## config.mk

```make
export PLATFORM = sky130hd
export DESIGN_NAME = conv_scan_ctrl_flat
export DESIGN_NICKNAME = d
export VERILOG_FILES = /design/src/rtl/conv_scan_ctrl_pkg.sv /design/src/rtl/conv_scan_ctrl_if.sv /design/src/rtl/conv_scan_ctrl_coord_gen.sv /design/src/rtl/conv_scan_ctrl.sv /design/src/flat_wrapper.sv
export SDC_FILE = /design/constraint.sdc
export NUM_CORES = 1
export LEC_CHECK = 0
export ABC_AREA = 0
export CAP_MARGIN = 15
export CORE_MARGIN = 4
export CORE_UTILIZATION = 51
export DETAILED_ROUTE_END_ITERATION = 10
export GPL_TIMING_DRIVEN = 0
export PLACE_DENSITY = 0.77
export SKIP_CTS_REPAIR_TIMING = 1
export SYNTH_ARGS = -nofsm -noshare
export SYNTH_HDL_FRONTEND = slang
export SYNTH_SLANG_ARGS = --single-unit
export TNS_END_PERCENT = 30
```

## constraint.sdc

```tcl
create_clock -name clk -period 2.3 [get_ports clk]
set_clock_uncertainty 0.1 [all_clocks]
set_input_delay 0.46 -clock clk [delete_from_list [all_inputs] [get_ports clk]]
set_output_delay 0.46 -clock clk [all_outputs]
set_load 0.1 [all_outputs]
```

## src/rtl/conv_scan_ctrl_pkg.sv

```systemverilog
// Shared types, default geometry and width helpers for the convolution scan controller.
package conv_pkg;

    typedef enum logic [1:0] {
        IDLE  = 2'd0,
        RUN   = 2'd1,
        DRAIN = 2'd2
    } scan_state_t;

    localparam int DEF_TILE_ROWS = 10;
    localparam int DEF_TILE_COLS = 8;
    localparam int DEF_ROW_STEP  = 8;
    localparam int DEF_COL_STEP  = 8;
    localparam int DEF_N_TR      = 2;
    localparam int DEF_N_TC      = 2;

    // Width of an index ranging over 0..n-1; never narrower than one bit.
    function automatic int idx_w(input int n);
        return (n <= 1) ? 1 : $clog2(n);
    endfunction

    function automatic int tile_w(input int n_tr, input int n_tc);
        return idx_w(n_tr * n_tc);
    endfunction

endpackage

```

## src/rtl/conv_scan_ctrl_if.sv

```systemverilog
// Coordinate stream from the scan controller to the convolution datapath.
interface conv_scan_ctrl_if #(
    parameter int COORD_W = 7,
    parameter int TILE_W  = 2
);
    // Handshake: a beat transfers on any rising edge where out_valid && out_ready.
    // The source holds every payload field stable while out_valid && !out_ready;
    // out_valid never depends combinationally on out_ready.
    logic               out_valid;
    logic               out_ready;
    logic [COORD_W-1:0] row;
    logic [COORD_W-1:0] col;
    logic [TILE_W-1:0]  tile;
    logic               first_in_tile;
    logic               last_in_tile;
    logic               last_frame;

    modport master (
        output out_valid, row, col, tile, first_in_tile, last_in_tile, last_frame,
        input  out_ready
    );

    modport slave (
        input  out_valid, row, col, tile, first_in_tile, last_in_tile, last_frame,
        output out_ready
    );

endinterface

```

## src/rtl/conv_scan_ctrl_coord_gen.sv

```systemverilog
// Tile/window coordinate generator: local r/c counters, tile counters and
// incrementally accumulated tile origins, with registered coordinates and flags.
module scan_coord_gen
    import conv_pkg::*;
#(
    parameter int COORD_W   = 7,
    parameter int TILE_ROWS = DEF_TILE_ROWS,
    parameter int TILE_COLS = DEF_TILE_COLS,
    parameter int ROW_STEP  = DEF_ROW_STEP,
    parameter int COL_STEP  = DEF_COL_STEP,
    parameter int N_TR      = DEF_N_TR,
    parameter int N_TC      = DEF_N_TC,
    localparam int TW       = tile_w(N_TR, N_TC)
) (
    input  logic               clk,
    input  logic               rst,
    input  logic               clear,
    input  logic               load,
    input  logic               advance,
    output logic [COORD_W-1:0] row,
    output logic [COORD_W-1:0] col,
    output logic [TW-1:0]      tile,
    output logic               first_in_tile,
    output logic               last_in_tile,
    output logic               last_frame
);

    localparam int RW  = idx_w(TILE_ROWS);
    localparam int CW  = idx_w(TILE_COLS);
    localparam int TRW = idx_w(N_TR);
    localparam int TCW = idx_w(N_TC);

    logic [RW-1:0]      r, r_n;
    logic [CW-1:0]      c, c_n;
    logic [TRW-1:0]     tr, tr_n;
    logic [TCW-1:0]     tc, tc_n;
    logic [COORD_W-1:0] row_org, row_org_n, col_org, col_org_n;
    logic [COORD_W-1:0] row_n, col_n;
    logic [TW-1:0]      tile_n;
    logic               first_n, last_tile_n, last_frame_n;

    always_comb begin
        r_n         = r;
        c_n         = c;
        tr_n        = tr;
        tc_n        = tc;
        row_org_n   = row_org;
        col_org_n   = col_org;
        row_n       = row;
        col_n       = col;
        tile_n      = tile;

        if (clear || load) begin
            r_n       = '0;
            c_n       = '0;
            tr_n      = '0;
            tc_n      = '0;
            row_org_n = '0;
            col_org_n = '0;
            row_n     = '0;
            col_n     = '0;
            tile_n    = '0;
        end else if (advance) begin
            if (r != RW'(TILE_ROWS - 1)) begin
                r_n   = r + RW'(1);
                row_n = row + COORD_W'(1);
            end else begin
                r_n   = '0;
                row_n = row_org;
                if (c != CW'(TILE_COLS - 1)) begin
                    c_n   = c + CW'(1);
                    col_n = col + COORD_W'(1);
                end else begin
                    c_n   = '0;
                    col_n = col_org;
                    // Tile index tc*N_TR+tr advances by one on every tile change.
                    if (tr != TRW'(N_TR - 1)) begin
                        tr_n      = tr + TRW'(1);
                        row_org_n = row_org + COORD_W'(ROW_STEP);
                        row_n     = row_org + COORD_W'(ROW_STEP);
                        tile_n    = tile + TW'(1);
                    end else begin
                        tr_n      = '0;
                        row_org_n = '0;
                        row_n     = '0;
                        if (tc != TCW'(N_TC - 1)) begin
                            tc_n      = tc + TCW'(1);
                            col_org_n = col_org + COORD_W'(COL_STEP);
                            col_n     = col_org + COORD_W'(COL_STEP);
                            tile_n    = tile + TW'(1);
                        end else begin
                            tc_n      = '0;
                            col_org_n = '0;
                            col_n     = '0;
                            tile_n    = '0;
                        end
                    end
                end
            end
        end

        first_n      = first_in_tile;
        last_tile_n  = last_in_tile;
        last_frame_n = last_frame;
        if (clear) begin
            first_n      = 1'b0;
            last_tile_n  = 1'b0;
            last_frame_n = 1'b0;
        end else if (load || advance) begin
            first_n      = (r_n == '0) && (c_n == '0);
            last_tile_n  = (r_n == RW'(TILE_ROWS - 1)) && (c_n == CW'(TILE_COLS - 1));
            last_frame_n = last_tile_n && (tr_n == TRW'(N_TR - 1)) && (tc_n == TCW'(N_TC - 1));
        end
    end

    always_ff @(posedge clk) begin
        if (rst) begin
            r             <= '0;
            c             <= '0;
            tr            <= '0;
            tc            <= '0;
            row_org       <= '0;
            col_org       <= '0;
            row           <= '0;
            col           <= '0;
            tile          <= '0;
            first_in_tile <= 1'b0;
            last_in_tile  <= 1'b0;
            last_frame    <= 1'b0;
        end else begin
            r             <= r_n;
            c             <= c_n;
            tr            <= tr_n;
            tc            <= tc_n;
            row_org       <= row_org_n;
            col_org       <= col_org_n;
            row           <= row_n;
            col           <= col_n;
            tile          <= tile_n;
            first_in_tile <= first_n;
            last_in_tile  <= last_tile_n;
            last_frame    <= last_frame_n;
        end
    end

endmodule

```

## src/rtl/conv_scan_ctrl.sv

```systemverilog
// Frame scan controller: sequences coordinate beats over a valid/ready stream,
// waits out the MAC pipeline latency and pulses done; abortable at any time.
module conv_scan_ctrl
    import conv_pkg::*;
#(
    parameter int COORD_W   = 7,
    parameter int TILE_ROWS = DEF_TILE_ROWS,
    parameter int TILE_COLS = DEF_TILE_COLS,
    parameter int ROW_STEP  = DEF_ROW_STEP,
    parameter int COL_STEP  = DEF_COL_STEP,
    parameter int N_TR      = DEF_N_TR,
    parameter int N_TC      = DEF_N_TC,
    parameter int PIPE_LAT  = 4
) (
    input  logic           clk,
    input  logic           rst,
    input  logic           start,
    input  logic           abort,
    output logic           busy,
    output logic           done,
    output scan_state_t    state,
    conv_scan_ctrl_if.master bus
);

    localparam int DW = (PIPE_LAT > 0) ? $clog2(PIPE_LAT + 1) : 1;

    if ((N_TR - 1) * ROW_STEP + TILE_ROWS - 1 >= 2 ** COORD_W) begin : g_row_range
        $error("conv_scan_ctrl: COORD_W too narrow for the row range");
    end
    if ((N_TC - 1) * COL_STEP + TILE_COLS - 1 >= 2 ** COORD_W) begin : g_col_range
        $error("conv_scan_ctrl: COORD_W too narrow for the column range");
    end

    scan_state_t   state_q, state_n;
    logic [DW-1:0] cnt, cnt_n;
    logic          done_n;
    logic          fire;
    logic          clear, load, advance;

    assign fire  = bus.out_valid && bus.out_ready;
    assign state = state_q;

    always_comb begin
        state_n = state_q;
        cnt_n   = cnt;
        done_n  = 1'b0;
        clear   = 1'b0;
        load    = 1'b0;
        advance = 1'b0;

        if (abort) begin
            state_n = IDLE;
            cnt_n   = '0;
            clear   = 1'b1;
        end else begin
            case (state_q)
                IDLE: begin
                    if (start) begin
                        state_n = RUN;
                        load    = 1'b1;
                    end
                end
                RUN: begin
                    if (fire) begin
                        if (bus.last_frame) begin
                            // Coordinates return to zero once the frame is issued.
                            clear = 1'b1;
                            if (PIPE_LAT > 0) begin
                                state_n = DRAIN;
                                cnt_n   = DW'(PIPE_LAT);
                            end else begin
                                state_n = IDLE;
                                done_n  = 1'b1;
                            end
                        end else begin
                            advance = 1'b1;
                        end
                    end
                end
                DRAIN: begin
                    if (cnt <= DW'(1)) begin
                        state_n = IDLE;
                        cnt_n   = '0;
                        done_n  = 1'b1;
                    end else begin
                        cnt_n = cnt - DW'(1);
                    end
                end
                default: begin
                    state_n = IDLE;
                    cnt_n   = '0;
                end
            endcase
        end
    end

    always_ff @(posedge clk) begin
        if (rst) begin
            state_q       <= IDLE;
            cnt           <= '0;
            bus.out_valid <= 1'b0;
            busy          <= 1'b0;
            done          <= 1'b0;
        end else begin
            state_q       <= state_n;
            cnt           <= cnt_n;
            bus.out_valid <= (state_n == RUN);
            busy          <= (state_n != IDLE);
            done          <= done_n;
        end
    end

    scan_coord_gen #(
        .COORD_W   (COORD_W),
        .TILE_ROWS (TILE_ROWS),
        .TILE_COLS (TILE_COLS),
        .ROW_STEP  (ROW_STEP),
        .COL_STEP  (COL_STEP),
        .N_TR      (N_TR),
        .N_TC      (N_TC)
    ) u_coord (
        .clk           (clk),
        .rst           (rst),
        .clear         (clear),
        .load          (load),
        .advance       (advance),
        .row           (bus.row),
        .col           (bus.col),
        .tile          (bus.tile),
        .first_in_tile (bus.first_in_tile),
        .last_in_tile  (bus.last_in_tile),
        .last_frame    (bus.last_frame)
    );

endmodule

```

## src/flat_wrapper.sv

```systemverilog
// flat-port wrapper written by rule: the top's interface ports become plain ports
module conv_scan_ctrl_flat import conv_pkg::*;
#(
    parameter int COORD_W   = 7,
    parameter int TILE_ROWS = DEF_TILE_ROWS,
    parameter int TILE_COLS = DEF_TILE_COLS,
    parameter int ROW_STEP  = DEF_ROW_STEP,
    parameter int COL_STEP  = DEF_COL_STEP,
    parameter int N_TR      = DEF_N_TR,
    parameter int N_TC      = DEF_N_TC,
    parameter int PIPE_LAT  = 4
)
  (clk, rst, start, abort, busy, done, state, bus_out_valid, bus_row, bus_col, bus_tile, bus_first_in_tile, bus_last_in_tile, bus_last_frame, bus_out_ready);
  conv_scan_ctrl_if #(.COORD_W(COORD_W), .TILE_W(2)) bus_i ();
  input  logic clk;
  input  logic rst;
  input  logic start;
  input  logic abort;
  output logic busy;
  output logic done;
  output scan_state_t state;
  output wire logic [$bits(bus_i.out_valid)-1:0] bus_out_valid;
  output wire logic [$bits(bus_i.row)-1:0] bus_row;
  output wire logic [$bits(bus_i.col)-1:0] bus_col;
  output wire logic [$bits(bus_i.tile)-1:0] bus_tile;
  output wire logic [$bits(bus_i.first_in_tile)-1:0] bus_first_in_tile;
  output wire logic [$bits(bus_i.last_in_tile)-1:0] bus_last_in_tile;
  output wire logic [$bits(bus_i.last_frame)-1:0] bus_last_frame;
  input wire logic [$bits(bus_i.out_ready)-1:0] bus_out_ready;
  assign bus_out_valid = bus_i.out_valid;
  assign bus_row = bus_i.row;
  assign bus_col = bus_i.col;
  assign bus_tile = bus_i.tile;
  assign bus_first_in_tile = bus_i.first_in_tile;
  assign bus_last_in_tile = bus_i.last_in_tile;
  assign bus_last_frame = bus_i.last_frame;
  assign bus_i.out_ready = bus_out_ready;
  conv_scan_ctrl #(.COORD_W(COORD_W), .TILE_ROWS(TILE_ROWS), .TILE_COLS(TILE_COLS), .ROW_STEP(ROW_STEP), .COL_STEP(COL_STEP), .N_TR(N_TR), .N_TC(N_TC), .PIPE_LAT(PIPE_LAT)) u_core (.clk(clk), .rst(rst), .start(start), .abort(abort), .busy(busy), .done(done), .state(state), .bus(bus_i));
endmodule
```

==> impl_metrics.json, run 1 <==
{
  "ir_drop_uv": 384,
  "core-area_um2": 4880,
  "hpwl_um": 4650,
  "cp_slowest_stage_delay_ns": 0.53,
  "edf_count": 0,
  "netlist.top_cell.by_area": "dfxtp_1",
  "num_vias": 2566,
  "critPathLaunchType": "flop",
  "fin_crit_sh_pct": 97.7,
  "path_clk_slew_ns": 0.09,
  "yosys_area_um2": 2640,
  "crit_cells": 7,
  "log.warning_count": 33,
  "drv_cap": 0,
  "ios": 29,
  "cp-end-kind": "flop",
  "cts_made_buffers": 5,
  "num_antenna_cells": 0,
  "final_layout_top_logic_cells": "44 x dfxtp_1, 39 x a21oi_1, 38 x nand2_1",
  "cts.sinks": 50,
  "grt_overflow_total": 0,
  "fmax_mhz": 445,
  "final_common_cell": "dfxtp_1",
  "comb_share_pct": 47.3,
  "logic_gates": 252,
  "r2r_end": "u_core.u_coord.last_frame$_SDFFE_PP0P_",
  "drt_iter0_drc": 185,
  "outcome": "finished, final reports clean",
  "wl_met2_um": 3270,
  "ys_cells": 329,
  "maxPowerGroup": "registers",
  "clock_latency_ns": 0.31,
  "biggestCellCategory": "multi-input combinational cells",
  "top_logic_kind": "simple AND/OR/NAND/NOR gates",
  "ys_seq_share_pct": 38.0,
  "area_growth_pct": 28.3,
  "pg_seq_w": 0.000869,
  "logic_area_um2": 1600,
  "crit_type": "flop to flop",
  "rows": 25,
  "clock_area_share_pct": 3.25,
  "synth_flops": 50,
  "chipWidth_um": 79.9,
  "fin_cells": 447,
  "crit_family": "simple AND/OR/NAND/NOR gates",
  "worst_pin_slew_ns": 0.989,
  "grt_use_met1_pct": 28.4,
  "synthTopCellsByCount": "50 x dfxtp_1, 39 x a21oi_1, 39 x nand2_1",
  "track_usage_pct": 21.1,
  "p_sw_w": 0.000370
}
Run 1, I/O pins on the die edge:
Drawn at 6 px/um. Pins as bars across the die edge, other pins in grey.
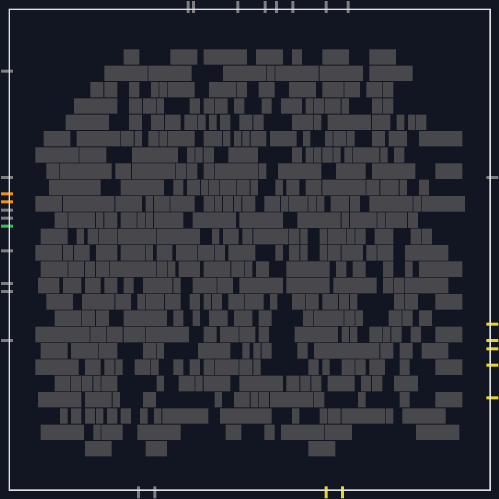
[yellow] `bus_row` | pins: 7 | direction: output | edge: 5 right, 2 bottom
[green] `bus_out_valid` | pins: 1 | direction: output | edge: left
[orange] `state` | pins: 2 | direction: output | edge: left
all pins by edge: 11 left, 8 top, 6 right, 4 bottom

Run 1, cell outlines without signal wires:
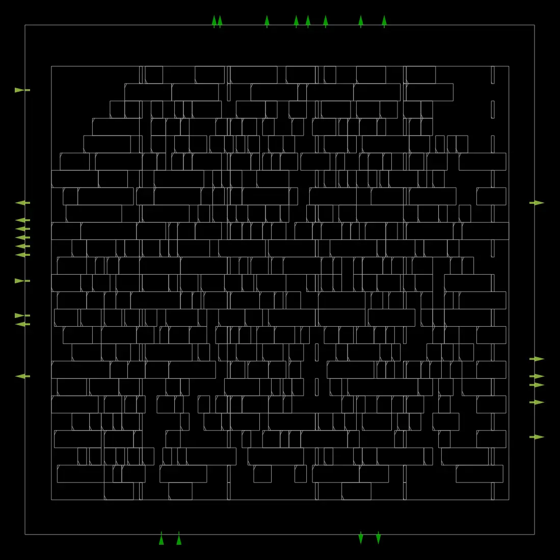
fillcell total: 406
Util after Layout: 69.3%

Run 1, met2 routing:
Drawn at 4 px/um. Cells faint in the background.
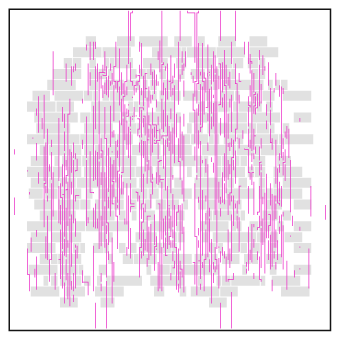
nets with wire on the layer: 332
wire length on this layer: 3,270 um

==> run 2: changes to the inputs <==
CTS_CLUSTER_SIZE = 28   (was not set)
Run 2, met2 routing:
Drawn at 4 px/um. Cells faint in the background.
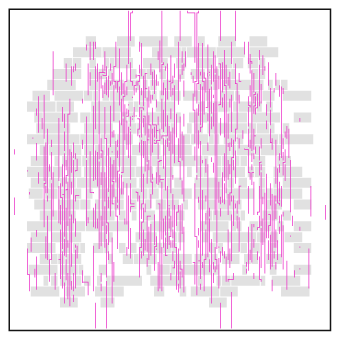
via count: 2,566
met2 Use GR: 34.6%
WL final: 6720 um

==> run 2 against run 1 <==
Compared with the run above:
- register-to-register slack barely moved
- synthesized cell count unchanged
- combinational power hardly changed
- hold slack unchanged
- non-clock buffer count is the same
- cell count stayed put
- first-iteration DRC count is the same
- highest routed layer unchanged
==> impl_metrics.json, run 2 <==
{
  "track_usage_pct": 21.1,
  "min_from": "u_core.u_coord.last_in_tile$_SDFFE_PP0P_",
  "pg_seq_w": 0.000869,
  "power_w": 0.00159,
  "netlist.top_cell.by_area": "dfxtp_1",
  "min_to": "u_core.u_coord.last_in_tile$_SDFFE_PP0P_",
  "crit_family": "simple AND/OR/NAND/NOR gates",
  "grt_overflow_total": 0,
  "die-area_um2": 6390,
  "area_growth_pct": 28.3,
  "wl_met1_um": 3000,
  "p_sw_w": 0.000370,
  "ys_sh_aoi_pct": 21.1,
  "cp_slowest_cell": "or4_4",
  "grt_max_degree": 16,
  "comb_share_pct": 47.3,
  "core-area_um2": 4880,
  "ys_cells": 329,
  "clock_area_share_pct": 3.25,
  "power.internal_w": 0.00122,
  "ios": 29,
  "final_nets": 399,
  "top_logic_kind": "simple AND/OR/NAND/NOR gates",
  "crit_type": "flop to flop",
  "dr_wl_met3_um": 383,
  "drt_iter0_drc": 185,
  "maxPowerGroup": "registers",
  "drv_cap": 0,
  "fin_crit_sh_pct": 97.7,
  "cp_slowest_stage_delay_ns": 0.53,
  "chipWidth_um": 79.9,
  "crit_end": "u_core.u_coord.last_frame$_SDFFE_PP0P_",
  "clockRootBuffer": "clkbuf_8",
  "fillers": 406,
  "path_clk_slew_ns": 0.09,
  "fmax_mhz": 445,
  "cp-end-kind": "flop",
  "buffer_area_share_pct": 15.2,
  "reg2reg_slack_ns": 0.05,
  "rows": 25,
  "cts.sinks": 50,
  "biggestCellCategory": "multi-input combinational cells",
  "num_antenna_cells": 0,
  "syn_area_per_cell_um2": 8.02,
  "clock_latency_ns": 0.31,
  "crit_chain": "inv_4, ha_1, nand4_1, nand2_1, or4_4, or3b_4, o31ai_4",
  "grt_pass1_vias": 2332,
  "cts_tree": "done",
  "power.static_leakage_nw": 1.64,
  "synth_flops": 50,
  "n_all_buffers": 56,
  "antenna_found_initial": 0,
  "fp_nets": 349,
  "outcome": "finished, final reports clean",
  "yosys_area_um2": 2640,
  "final_common_cell": "dfxtp_1",
  "final_layout_top_logic_cells": "44 x dfxtp_1, 39 x a21oi_1, 38 x nand2_1",
  "grt_pass1_wl_um": 10900,
  "cts_made_buffers": 5,
  "edf_count": 0,
  "synthTopCellsByCount": "50 x dfxtp_1, 39 x a21oi_1, 39 x nand2_1",
  "crit_cells": 7,
  "critPathLaunchType": "flop",
  "holdPathStages": 2,
  "r2r_end": "u_core.u_coord.last_frame$_SDFFE_PP0P_",
  "wl_met2_um": 3270,
  "ir_drop_uv": 384,
  "logic_gates": 252,
  "ys_seq_share_pct": 38.0,
  "timing.final.hold_violations": 0,
  "ys_async_sr_fraction_pct": 0,
  "busiest_layer": "met2",
  "grt_use_met1_pct": 28.4,
  "hpwl_um": 4650,
  "final_core_util_pct": 69.3,
  "seq_area_um2": 1020,
  "log.warning_count": 33,
  "worst_pin_slew_ns": 0.989,
  "logic_area_um2": 1600,
  "fin_cells": 447
}
Power figures rest on the tool's default switching activity, not on a simulated workload.
